==> config.mk <==
export PLATFORM = sky130hd
export DESIGN_NAME = stopwatch_ctrl
export DESIGN_NICKNAME = d
export VERILOG_FILES = /design/src/rtl/stopwatch_ctrl.sv
export SDC_FILE = /design/constraint.sdc
export NUM_CORES = 1
export LEC_CHECK = 0
export ABC_AREA = 1
export CORE_ASPECT_RATIO = 1.1
export CORE_MARGIN = 3
export CORE_UTILIZATION = 45
export DETAILED_ROUTE_END_ITERATION = 16
export GPL_TIMING_DRIVEN = 0
export PLACE_DENSITY_LB_ADDON = 0.08
export RECOVER_POWER = 50
export SYNTH_ARGS = -nofsm -noshare
export SYNTH_HDL_FRONTEND = slang
export SYNTH_SLANG_ARGS = --single-unit
==> constraint.sdc <==
create_clock -name clk -period 1.91 [get_ports clk]
set_input_delay 0.2865 -clock clk [delete_from_list [all_inputs] [get_ports clk]]
set_output_delay 0.2865 -clock clk [all_outputs]
set_load 0.005 [all_outputs]
==> src/rtl/stopwatch_ctrl.sv <==
// Stopwatch sequencer: button edge decode, IDLE/RUN/PAUSE/LAP control and an
// MM:SS.cc BCD time counter advanced by a 100 Hz tick. Produces a registered
// packed-BCD display word plus status flags for the seven-segment driver.
module stopwatch_ctrl #(
  parameter int unsigned MAX_MIN    = 59,   // last minute value before saturation, 0..59
  parameter bit          AUTO_RANGE = 1'b1  // 1: SS.cc while minutes are zero
) (
  input  logic        clk,
  input  logic        rst_n,
  input  logic        tick,
  input  logic        btn_start,
  input  logic        btn_lap,
  input  logic        btn_clear,
  output logic [15:0] value,
  output logic        disp_mode,
  output logic        running,
  output logic        lap_active,
  output logic        overflow
);

  localparam logic [3:0] MaxM1 = 4'(MAX_MIN / 10);
  localparam logic [3:0] MaxM0 = 4'(MAX_MIN % 10);

  typedef enum logic [1:0] {StIdle, StRun, StPause, StLap} state_e;

  typedef struct packed {
    logic [3:0] m1;
    logic [3:0] m0;
    logic [3:0] s1;
    logic [3:0] s0;
    logic [3:0] c1;
    logic [3:0] c0;
  } bcd_time_t;

  state_e    state_q, state_d;
  bcd_time_t live_q, live_d, live_inc;
  bcd_time_t snap_q, snap_d;
  bcd_time_t src;
  logic      ovf_q, ovf_d;

  logic start_q, lap_q, clear_q;
  logic raw_start, raw_lap, raw_clear;
  logic ev_start, ev_lap, ev_clear;
  logic count_en, at_max, sat;

  logic [15:0] value_d;
  logic        disp_mode_d;

  // Rising-edge detection; a held level yields a single event.
  assign raw_start = btn_start & ~start_q;
  assign raw_lap   = btn_lap & ~lap_q;
  assign raw_clear = btn_clear & ~clear_q;

  // Priority clear > start > lap: any higher event drops the lower ones,
  // even in states where the higher event itself has no effect.
  assign ev_clear = raw_clear;
  assign ev_start = raw_start & ~raw_clear;
  assign ev_lap   = raw_lap & ~raw_start & ~raw_clear;

  assign at_max = (live_q.m1 == MaxM1) && (live_q.m0 == MaxM0) &&
                  (live_q.s1 == 4'd5) && (live_q.s0 == 4'd9) &&
                  (live_q.c1 == 4'd9) && (live_q.c0 == 4'd9);

  // Counting uses the state before this cycle's events take effect.
  assign count_en = tick & ((state_q == StRun) | (state_q == StLap));
  assign sat      = count_en & at_max;

  // Previous button levels for edge detection.
  always_ff @(posedge clk or negedge rst_n) begin
    if (!rst_n) begin
      start_q <= 1'b0;
      lap_q   <= 1'b0;
      clear_q <= 1'b0;
    end else begin
      start_q <= btn_start;
      lap_q   <= btn_lap;
      clear_q <= btn_clear;
    end
  end

  // BCD +1 centisecond with carries cc -> SS -> MM; saturation handled by the caller.
  always_comb begin
    live_inc = live_q;
    if (live_q.c0 != 4'd9) begin
      live_inc.c0 = live_q.c0 + 4'd1;
    end else begin
      live_inc.c0 = 4'd0;
      if (live_q.c1 != 4'd9) begin
        live_inc.c1 = live_q.c1 + 4'd1;
      end else begin
        live_inc.c1 = 4'd0;
        if (live_q.s0 != 4'd9) begin
          live_inc.s0 = live_q.s0 + 4'd1;
        end else begin
          live_inc.s0 = 4'd0;
          if (live_q.s1 != 4'd5) begin
            live_inc.s1 = live_q.s1 + 4'd1;
          end else begin
            live_inc.s1 = 4'd0;
            if (live_q.m0 != 4'd9) begin
              live_inc.m0 = live_q.m0 + 4'd1;
            end else begin
              live_inc.m0 = 4'd0;
              live_inc.m1 = live_q.m1 + 4'd1;
            end
          end
        end
      end
    end
  end

  // Next state, counter, snapshot and sticky overflow.
  always_comb begin
    state_d = state_q;
    live_d  = live_q;
    snap_d  = snap_q;
    ovf_d   = ovf_q;

    if (count_en && !at_max) begin
      live_d = live_inc;
    end

    case (state_q)
      StIdle: begin
        if (ev_start) state_d = StRun;
      end
      StRun: begin
        if (ev_start) begin
          state_d = StPause;
        end else if (ev_lap) begin
          state_d = StLap;
          snap_d  = live_q;  // value before this cycle's tick
        end
      end
      StLap: begin
        if (ev_lap) begin
          state_d = StRun;
        end else if (ev_start) begin
          state_d = StPause;
        end
      end
      StPause: begin
        if (ev_clear) begin
          state_d = StIdle;
          live_d  = '0;
          snap_d  = '0;
          ovf_d   = 1'b0;
        end else if (ev_start) begin
          state_d = StRun;
        end
      end
      default: state_d = StIdle;
    endcase

    // Saturation overrides any event: hold the count and fall back to PAUSE,
    // which also drops a LAP snapshot from the display.
    if (sat) begin
      ovf_d   = 1'b1;
      state_d = StPause;
    end
  end

  // Control state and time registers.
  always_ff @(posedge clk or negedge rst_n) begin
    if (!rst_n) begin
      state_q <= StIdle;
      live_q  <= '0;
      snap_q  <= '0;
      ovf_q   <= 1'b0;
    end else begin
      state_q <= state_d;
      live_q  <= live_d;
      snap_q  <= snap_d;
      ovf_q   <= ovf_d;
    end
  end

  // Display word selection: snapshot in LAP, auto-ranging on zero minutes.
  always_comb begin
    src         = (state_q == StLap) ? snap_q : live_q;
    value_d     = {src.m1, src.m0, src.s1, src.s0};
    disp_mode_d = 1'b1;
    if (AUTO_RANGE && (src.m1 == 4'd0) && (src.m0 == 4'd0)) begin
      value_d     = {src.s1, src.s0, src.c1, src.c0};
      disp_mode_d = 1'b0;
    end
  end

  // Registered outputs, one clock behind the state/counter update.
  always_ff @(posedge clk or negedge rst_n) begin
    if (!rst_n) begin
      value      <= 16'h0000;
      disp_mode  <= 1'b0;
      running    <= 1'b0;
      lap_active <= 1'b0;
      overflow   <= 1'b0;
    end else begin
      value      <= value_d;
      disp_mode  <= disp_mode_d;
      running    <= (state_q == StRun) || (state_q == StLap);
      lap_active <= (state_q == StLap);
      overflow   <= ovf_q;
    end
  end

endmodule

metal_stack.png
Two of the layers only.
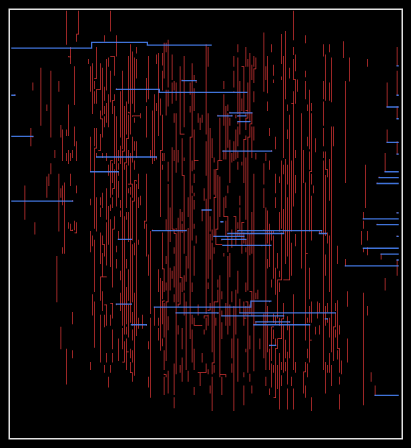
met2: drawn in red, wire length 3860 um. met3: drawn in blue, wire length 381 um.

registers.png
Bar = 20 um.
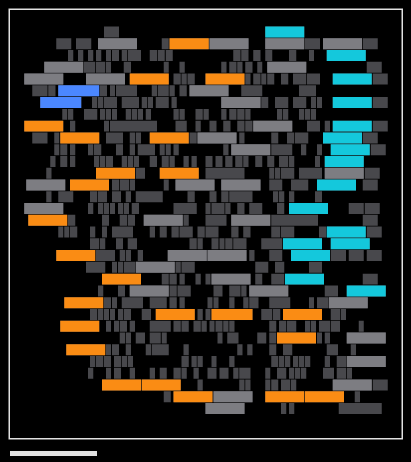
value: drawn in cyan, sequential cells 16. state_q: drawn in blue, sequential cells 2. live_q: drawn in orange, sequential cells 24.
Another 32 sequential cells are not coloured.

density.png
Bar = 20 um. 9 x 10 tiles, from dark purple (low) to yellow (high), 0 to 100% covered.
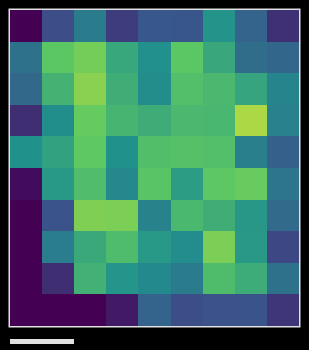
The densest ninth of the die: centre. The emptiest ninth of the die: south-west. 7.8% of the tiles are nearly empty. 10% of the tiles are over 75% full. The fullest tile reaches 87%.

==> impl_metrics.ini <==
; generated from flow reports
[placement]
postPlaceCellArea_sq_um = 3939
place.port_buffers = 25

[setup_path]
end_kind = flop
critical_path_class = input port to flop
r2r-end = value[6]$_DFF_PN0_
worst_setup_path_endpoint = snap_q[18]$_DFFE_PN0P_
critical_path.n_buffers_inverters = 4
worst-r2r-setup-slack_ps = 120
cp-startpoint = btn_start
crit_cells = 10
critical-path-slowest-cell = sky130_fd_sc_hd__dlygate4sd3_1
cp_slowest_stage_delay_ps = 540

[yosys]
flop_cell = sky130_fd_sc_hd__dfrtp_1
synthAoiAreaFrac_pct = 15.73
synthesis.instances = 427
synth.area.mux_share_pct = 0
synth_adder_area_share_pct = 0.7085
ys_warn_count = 0
netlist-cell-type-count = 30
synth_async_sr_flop_share_pct = 100.0

[clocking]
postCtsSetupBuffers = 0
count_of_instances_resized_after_the_clock_tree_is_built = 9
cts_root_buffer = sky130_fd_sc_hd__clkbuf_8
cts.hold.buffers_added = 1
insertion_delay_ps = 350
cts.htree.levels = 3
path_clk_slew_ps = 70
cts_max_path_buffers = 2

[final_timing]
setup_viol = 0
hold_viol = 0
min_period_over_period_pct = 93.97
tmin_final_ps = 1795

[detailed_routing]
number_of_remaining_drc_errors = 0
post_drt_via_cell_ratio = 5.132
ant_nets = 0
drtIter0Drc = 252

[floorplanning]
chip_area_sq_um = 8949
coreArea_sq_um = 7556
die_width_um = 90.47

[pwr]
vdd_ir_drop_max_mv = 0.8503
static-leakage-power_nw = 2.071

[worst_hold_path]
hold_path_startpoint = ovf_q$_DFFE_PN0P_
holdPathEnd = overflow$_DFF_PN0_

[finish]
drive_above_1_share_pct = 14.83
finish.net_count = 476
synthToLayoutAreaGrowth_pct = 21.82
post_layout_instance_area_sq_um = 4303

[run_status]
outcome = finished, final reports clean
-- sequential cells by signal, indices dropped and copies added, names as in the netlist --
signal / flops
live_q: 24
clear_q: 1
ovf_q: 1
running: 1
lap_active: 1
start_q: 1
disp_mode: 1
state_q: 2
overflow: 1
lap_q: 1
snap_q: 24
value: 16
-- power by group --
group | internal, W | switching [W]
clock network | 0.000726 | 0.000575
registers | 0.00206 | 0.000275
logic | 0.00106 | 0.00148
total | 0.00385 | 0.00233
-- cells in the final DEF, fill, tap and decap left out, drive strengths merged --
cell	instances
nand2	90
dfrtp	74
inv	62
o21ai	58
nor2	39
nand3	35
clkdlybuf4s50	19
clkbuf	19
a21oi	17
buf	12
o21a	8
o22ai	8
nand4	6
dlygate4sd3	6
nor3	5
xor2	2
ha	2
clkinvlp	2
bufinv	2
and3	1
a2bb2oi	1
nand3b	1
or2	1
o2111ai	1
clkinv	1
-- cell type report --
type                            count  area [sq um]
Tap cell                          105         131.4
Timing Repair Buffer               30         321.6
Clock inverter                      5         80.08
Multi-Input combinational cell    275          1436
Buffer                             16         115.1
Inverter                           62         235.2
Sequential cell                    74          1856
Clock buffer                       10         127.6
Fill cell                         711          3253
-- stage by stage --
stage          util, %  TNS [ps]  hold WS, ps  worst slack, ps  instances
6_report         56.95         0        388.7            115.2        577
3_5_place_dp     52.13    -32260        200.5           -880.2        558
4_1_cts          55.27         0        368.9            2.336        574
5_1_grt          56.95         0        403.2            2.813        577
3_3_place_gp     51.80   -183220        364.9            -2065        557
2_1_floorplan        -         0       -9.091            258.5        427
-- per-layer routing --
metal  vias to the layer above  GRT usage (%)  wire length (um)
met3                        14          5.191               381
li1                       1463              -                 -
met2                        74          31.55              3858
met4                         0          5.536               125
met1                      1410          26.41              3848
met5                         -              0                 0
No activity file was given, so power comes from the tool's default toggle rates.
